<file path="config.mk">
export PLATFORM = sky130hd
export DESIGN_NAME = operand_feeder
export DESIGN_NICKNAME = d
export VERILOG_FILES = /design/src/rtl/operand_feeder_pkg.sv /design/src/rtl/operand_buffer.sv /design/src/rtl/operand_feeder.sv
export SDC_FILE = /design/constraint.sdc
export NUM_CORES = 1
export LEC_CHECK = 0
export ABC_AREA = 1
export CORE_UTILIZATION = 64
export DETAILED_ROUTE_END_ITERATION = 8
export PLACE_DENSITY = 0.85
export SLEW_MARGIN = 20
export SYNTH_ARGS = -nofsm -noshare
export SYNTH_HDL_FRONTEND = slang
export SYNTH_SLANG_ARGS = --single-unit
</file>
<file path="constraint.sdc">
create_clock -name clk -period 6.1 [get_ports clk]
set_clock_uncertainty 0.1 [all_clocks]
set_input_delay 1.22 -clock clk [delete_from_list [all_inputs] [get_ports clk]]
set_output_delay 1.22 -clock clk [all_outputs]
set_load 0.01 [all_outputs]
</file>
<file path="src/rtl/operand_feeder_pkg.sv">
// Shared types and defaults for the operand feeder: FSM encoding, operand/opcode widths,
// the packed operand-pair record and default buffer depth / finish timeout.
package operand_feeder_pkg;

    localparam int OP_W            = 8;
    localparam int OPC_W           = 3;
    localparam int DEFAULT_DEPTH   = 16;
    localparam int DEFAULT_TIMEOUT = 64;

    typedef enum logic [1:0] {
        ST_IDLE   = 2'd0,
        ST_START  = 2'd1,
        ST_STREAM = 2'd2,
        ST_WAIT   = 2'd3
    } state_e;

    typedef struct packed {
        logic [OP_W-1:0] a;
        logic [OP_W-1:0] b;
    } pair_t;

endpackage

</file>
<file path="src/rtl/operand_buffer.sv">
// DEPTH-entry operand-pair store filled in order; count/full registered, clear wins over write.
// Read port is registered: rd_dat_o holds the addressed entry one cycle after rd_en_i, else zero.
module operand_buffer
    import operand_feeder_pkg::*;
#(
    parameter int DEPTH = DEFAULT_DEPTH
) (
    input  logic                         clk,
    input  logic                         rst,
    input  logic                         clr_i,
    input  logic                         wr_en_i,
    input  pair_t                        wr_dat_i,
    input  logic                         rd_en_i,
    input  logic [$clog2(DEPTH)-1:0]     rd_addr_i,
    output pair_t                        rd_dat_o,
    output logic [$clog2(DEPTH+1)-1:0]   count_o,
    output logic                         full_o
);
    localparam int CW = $clog2(DEPTH + 1);
    localparam int AW = $clog2(DEPTH);

    pair_t         mem_q [DEPTH];
    pair_t         rd_dat_q;
    logic [CW-1:0] count_q, count_d;
    logic          full_q;
    logic          wr_ok;

    // Writes to a full buffer are dropped so the stored pairs stay intact.
    assign wr_ok = wr_en_i && !clr_i && !full_q;

    always_comb begin
        count_d = count_q;
        if (clr_i) begin
            count_d = '0;
        end else if (wr_ok) begin
            count_d = count_q + CW'(1);
        end
    end

    always_ff @(posedge clk or posedge rst) begin
        if (rst) begin
            count_q  <= '0;
            full_q   <= 1'b0;
            rd_dat_q <= '0;
        end else begin
            count_q  <= count_d;
            full_q   <= (count_d == CW'(DEPTH));
            rd_dat_q <= rd_en_i ? mem_q[rd_addr_i] : '0;
        end
    end

    always_ff @(posedge clk) begin
        if (wr_ok) begin
            mem_q[count_q[AW-1:0]] <= wr_dat_i;
        end
    end

    assign rd_dat_o = rd_dat_q;
    assign count_o  = count_q;
    assign full_o   = full_q;

endmodule

</file>
<file path="src/rtl/operand_feeder.sv">
// Loads operand pairs, then on go emits start and streams them with valid/one_left; captures maximum on finish.
// First beat two cycles after go; throttle high suppresses the next cycle's beat; WAIT times out after TIMEOUT cycles.
module operand_feeder
    import operand_feeder_pkg::*;
#(
    parameter int DEPTH   = DEFAULT_DEPTH,
    parameter int TIMEOUT = DEFAULT_TIMEOUT
) (
    input  logic                       clk,
    input  logic                       rst,
    input  logic                       wr_en,
    input  logic [OP_W-1:0]            wr_a,
    input  logic [OP_W-1:0]            wr_b,
    input  logic                       clr,
    input  logic                       go,
    input  logic [OPC_W-1:0]           cfg_instr,
    input  logic                       throttle,
    input  logic                       finish,
    input  logic [OP_W-1:0]            maximum,
    output logic                       start,
    output logic                       valid,
    output logic [OP_W-1:0]            Data_A,
    output logic [OP_W-1:0]            Data_B,
    output logic                       one_left,
    output logic [OPC_W-1:0]           instruction,
    output logic                       busy,
    output logic                       done,
    output logic [OP_W-1:0]            result,
    output logic                       timeout_err,
    output logic [$clog2(DEPTH+1)-1:0] count,
    output logic                       full
);
    localparam int CW = $clog2(DEPTH + 1);
    localparam int AW = $clog2(DEPTH);
    localparam int TW = $clog2(TIMEOUT + 1);

    state_e           state_q, state_d;
    logic [CW-1:0]    rd_ptr_q, rd_ptr_d;
    logic [CW-1:0]    remaining;
    logic [TW-1:0]    tmo_q, tmo_d;
    logic             start_q, start_d;
    logic             valid_q, valid_d;
    logic             one_left_q, one_left_d;
    logic             busy_q, busy_d;
    logic             done_q, done_d;
    logic             terr_q, terr_d;
    logic [OPC_W-1:0] instr_q, instr_d;
    logic [OP_W-1:0]  result_q, result_d;

    logic             go_acc, issue, stream_end, tmo_hit;
    logic             buf_wr_en, buf_clr;
    pair_t            rd_dat;

    assign go_acc     = (state_q == ST_IDLE) && go && (count != '0);
    assign issue      = ((state_q == ST_START) || (state_q == ST_STREAM)) && !throttle && (rd_ptr_q != count);
    assign stream_end = (state_q == ST_STREAM) && (rd_ptr_q == count);
    assign tmo_hit    = (tmo_q == TW'(TIMEOUT - 1));
    assign remaining  = count - rd_ptr_q;

    // Host writes only land while idle and not launching a job.
    assign buf_wr_en = (state_q == ST_IDLE) && !go_acc && wr_en;
    assign buf_clr   = (state_q == ST_IDLE) && !go_acc && clr;

    operand_buffer #(
        .DEPTH (DEPTH)
    ) u_buf (
        .clk       (clk),
        .rst       (rst),
        .clr_i     (buf_clr),
        .wr_en_i   (buf_wr_en),
        .wr_dat_i  ('{a: wr_a, b: wr_b}),
        .rd_en_i   (issue),
        .rd_addr_i (rd_ptr_q[AW-1:0]),
        .rd_dat_o  (rd_dat),
        .count_o   (count),
        .full_o    (full)
    );

    always_ff @(posedge clk or posedge rst) begin
        if (rst) begin
            state_q <= ST_IDLE;
        end else begin
            state_q <= state_d;
        end
    end

    always_comb begin
        state_d = state_q;
        case (state_q)
            ST_IDLE:   if (go_acc) state_d = ST_START;
            ST_START:  state_d = ST_STREAM;
            ST_STREAM: if (stream_end) state_d = ST_WAIT;
            ST_WAIT:   if (finish || tmo_hit) state_d = ST_IDLE;
            default:   state_d = ST_IDLE;
        endcase
    end

    always_comb begin
        rd_ptr_d   = rd_ptr_q;
        tmo_d      = tmo_q;
        start_d    = go_acc;
        valid_d    = issue;
        one_left_d = 1'b0;
        busy_d     = (state_d != ST_IDLE);
        done_d     = 1'b0;
        terr_d     = terr_q;
        instr_d    = instr_q;
        result_d   = result_q;

        if (go_acc) begin
            instr_d  = cfg_instr;
            terr_d   = 1'b0;
            rd_ptr_d = '0;
        end

        // one_left rises with the penultimate beat and holds across throttle gaps until the last beat.
        if (issue) begin
            rd_ptr_d   = rd_ptr_q + CW'(1);
            one_left_d = (remaining <= CW'(2));
        end else if (state_q == ST_STREAM && !stream_end) begin
            one_left_d = one_left_q;
        end

        if (stream_end) begin
            tmo_d = '0;
        end

        if (state_q == ST_WAIT) begin
            if (finish) begin
                result_d = maximum;
                done_d   = 1'b1;
            end else if (tmo_hit) begin
                terr_d = 1'b1;
                done_d = 1'b1;
            end else begin
                tmo_d = tmo_q + TW'(1);
            end
        end
    end

    always_ff @(posedge clk or posedge rst) begin
        if (rst) begin
            rd_ptr_q   <= '0;
            tmo_q      <= '0;
            start_q    <= 1'b0;
            valid_q    <= 1'b0;
            one_left_q <= 1'b0;
            busy_q     <= 1'b0;
            done_q     <= 1'b0;
            terr_q     <= 1'b0;
            instr_q    <= '0;
            result_q   <= '0;
        end else begin
            rd_ptr_q   <= rd_ptr_d;
            tmo_q      <= tmo_d;
            start_q    <= start_d;
            valid_q    <= valid_d;
            one_left_q <= one_left_d;
            busy_q     <= busy_d;
            done_q     <= done_d;
            terr_q     <= terr_d;
            instr_q    <= instr_d;
            result_q   <= result_d;
        end
    end

    assign start       = start_q;
    assign valid       = valid_q;
    assign Data_A      = rd_dat.a;
    assign Data_B      = rd_dat.b;
    assign one_left    = one_left_q;
    assign instruction = instr_q;
    assign busy        = busy_q;
    assign done        = done_q;
    assign result      = result_q;
    assign timeout_err = terr_q;

endmodule

</file>
### Power grid

Scale bar: 50 um. Pins as bars on the die edge. Tap cells in grey.
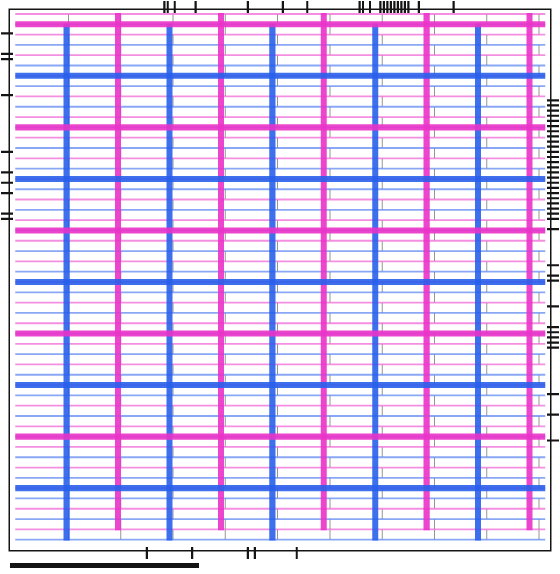
- blue: VSS
- magenta: VDD
- met5 straps: 10
- met4 straps: 10
- rows: 51

### Placed cells, one colour a class

Fill, decap, tap and diode cells in grey.
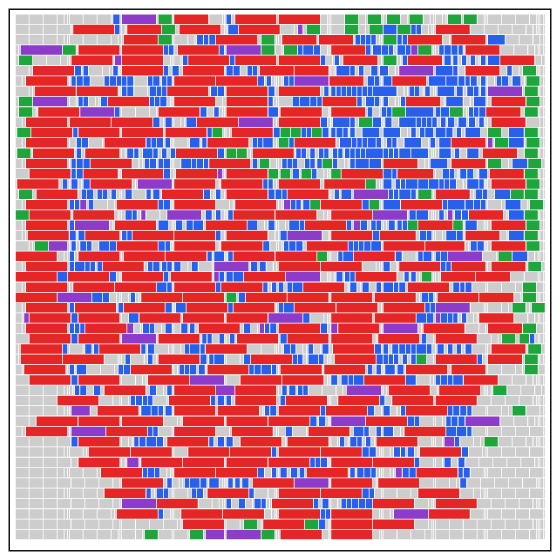
- purple: clock drivers and dummy loads (cells 55; share of their area 6.7%)
- blue: all other logic (cells 674; share of their area 24%)
- red: flip-flops (cells 309; share of their area 64%)
- green: other buffers and delay cells (cells 95; share of their area 6.3%)

### Cell placement

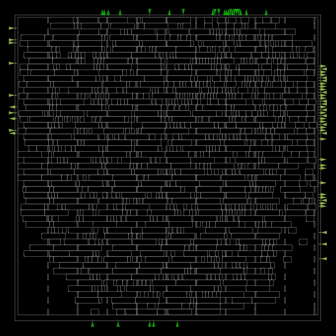
post-layout util: 74.9%
std cell rows: 51
# Taps: 265
core area: 19400 um^2
Fill cells: 1200

### Routed metal per tile

The die is cut into 28 by 28 equal tiles; dark blue is low, red is high, scaled to the fullest tile. Values are wire area over tile area, all layers added.
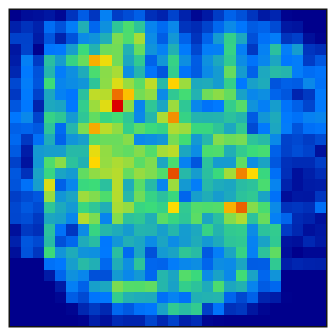
- mean over tiles: 0.25
- densest ninth of the die: middle
- tiles over half the peak: 17%
- nearly empty tiles: 9.1%
- fullest tile: 0.83

### Port wiring

Scale bar: 50 um.
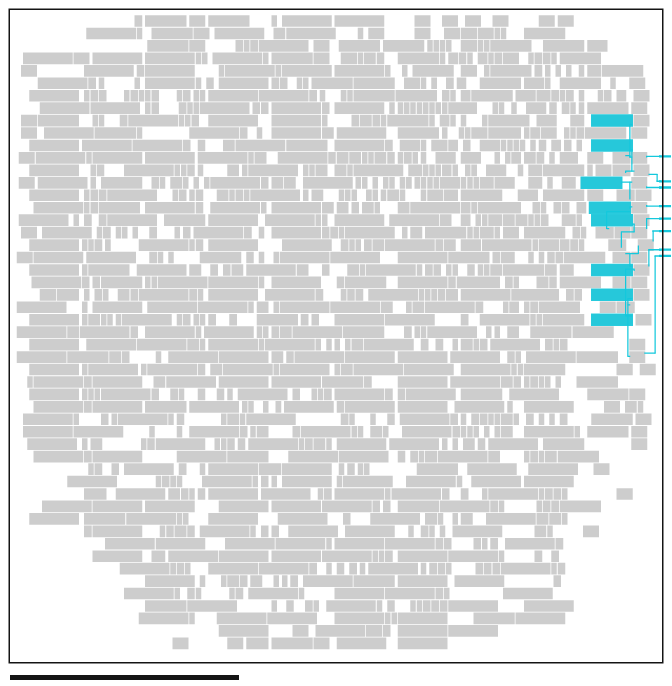
- cyan: `result` (bits 8; direction output; end cells 8; buffers 8; wire 130 um)
Top Ports: 73
Port Buffers: 72

==> impl_metrics.tcl <==
# implementation run metrics
set metrics [dict create \
    cts_resized 0 \
    worstPathMaxFanout 75 \
    vias_per_cell 6.20 \
    cts_sinks 309 \
    grt_pass1_wl_um 45300 \
    ys_sh_mux_pct 0.713 \
    synth-xor-area-share_pct 0.763 \
    hold_viol_final 0 \
    drv_cap 0 \
    rsz0062_at_grt "no" \
    cts_made_buffers 30 \
    edf_count 256 \
    routed_wl_um 30000 \
    holdPathStages 2 \
    finalCritPeriodShare_pct 59.1 \
    syn_area_um2 12600 \
    ff_count 309 \
    track_usage_pct 30.3 \
    ff_latch_area_um2 9020 \
    firstDrtPassIters 7 \
    area_growth_pct 15.1 \
    top_cell_area_share_pct 60.9 \
    largest_class "registers" \
    wl_per_cell_um 21.5 \
    critPathLaunch "rd_ptr_q[0]" \
    rr_worst_depth 8 \
    hold_start "instruction[0]" \
    min_path_type "flip-flop to flip-flop" \
    outcome "complete, no violations" \
    leakage_nw 5.51 \
    antenna_found_initial 0 \
    hpwl_um 17400 \
    clkLatencyLatePin_ns 0.56 \
    yosys-top-cells-count "nand2_1, edfxtp_1, a21oi_1, nand3_1, dfrtp_1" \
    comb_share_pct 21.9 \
    grt_pass1_vias 8255 \
    synth_warnings 0 \
    ys_top_logic_family "simple AND/OR/NAND/NOR gates" \
    vias 8662 \
]
==> per-layer routing <==
layer | global-route usage, % | vias up | share of wire, %
met4 | 13.1 | 0 | 3.5
met1 | 40.4 | 4120 | 37
met3 | 6.93 | 91 | 11
li1 | - | 3833 | -
met5 | 0 | - | 0
met2 | 48.2 | 618 | 48
==> critical path, stage by stage (launching register included) <==
cell,delay (ns)
dfrtp_4,0.84
clkinv_2,1.04
buf_4,0.67
nand2_1,0.14
nand3_1,0.08
nand3_1,0.13
nand2_1,0.11
a21oi_1,0.17
nor2_1,0.12
==> layout by cell type (no fill, tap or decap), drive strengths merged, types with 3 or more instances in the layout <==
cell type      Yosys  layout
a211oi             9       9
a21oi            121     121
a22oi             41      41
buf               44      23
clkbuf            12      42
clkdlybuf4s50      0      72
clkinv             0      12
dfrtp             53      53
edfxtp           256     256
ha                15      15
inv               41      40
mux2               8       8
nand2            278     278
nand3             75      75
nand4              7       7
nor2              42      42
nor3               4       4
o21ai             12      12
o22ai              3       3
or2                3       3
xnor2              4       4
xor2               7       7
==> state kept, by name, summed over array words and instances, names as in the netlist <==
register	cells
done	1
timeout_err	1
one_left	1
instruction	3
u_buf.mem_q	256
tmo_q	7
result	8
state_q	2
start	1
u_buf.full_o	1
valid	1
rd_ptr_q	5
u_buf.rd_dat_o	16
busy	1
u_buf.count_o	5
==> where the power goes <==
part           internal (mW)  switching, mW  leakage [nW]
combinational          0.707           1.37          2.05
sequential              2.43          0.172          2.99
clock                   1.02          0.758         0.472
==> metrics by stage <==
stage | instances | cell area [um^2]
5_1_grt | 1398 | 14500
3_3_place_gp | 1343 | 13600
2_1_floorplan | 1039 | 12600
3_5_place_dp | 1343 | 13600
4_1_cts | 1398 | 14500
6_report | 1398 | 14500
Power figures rest on the tool's default switching activity, not on a simulated workload.
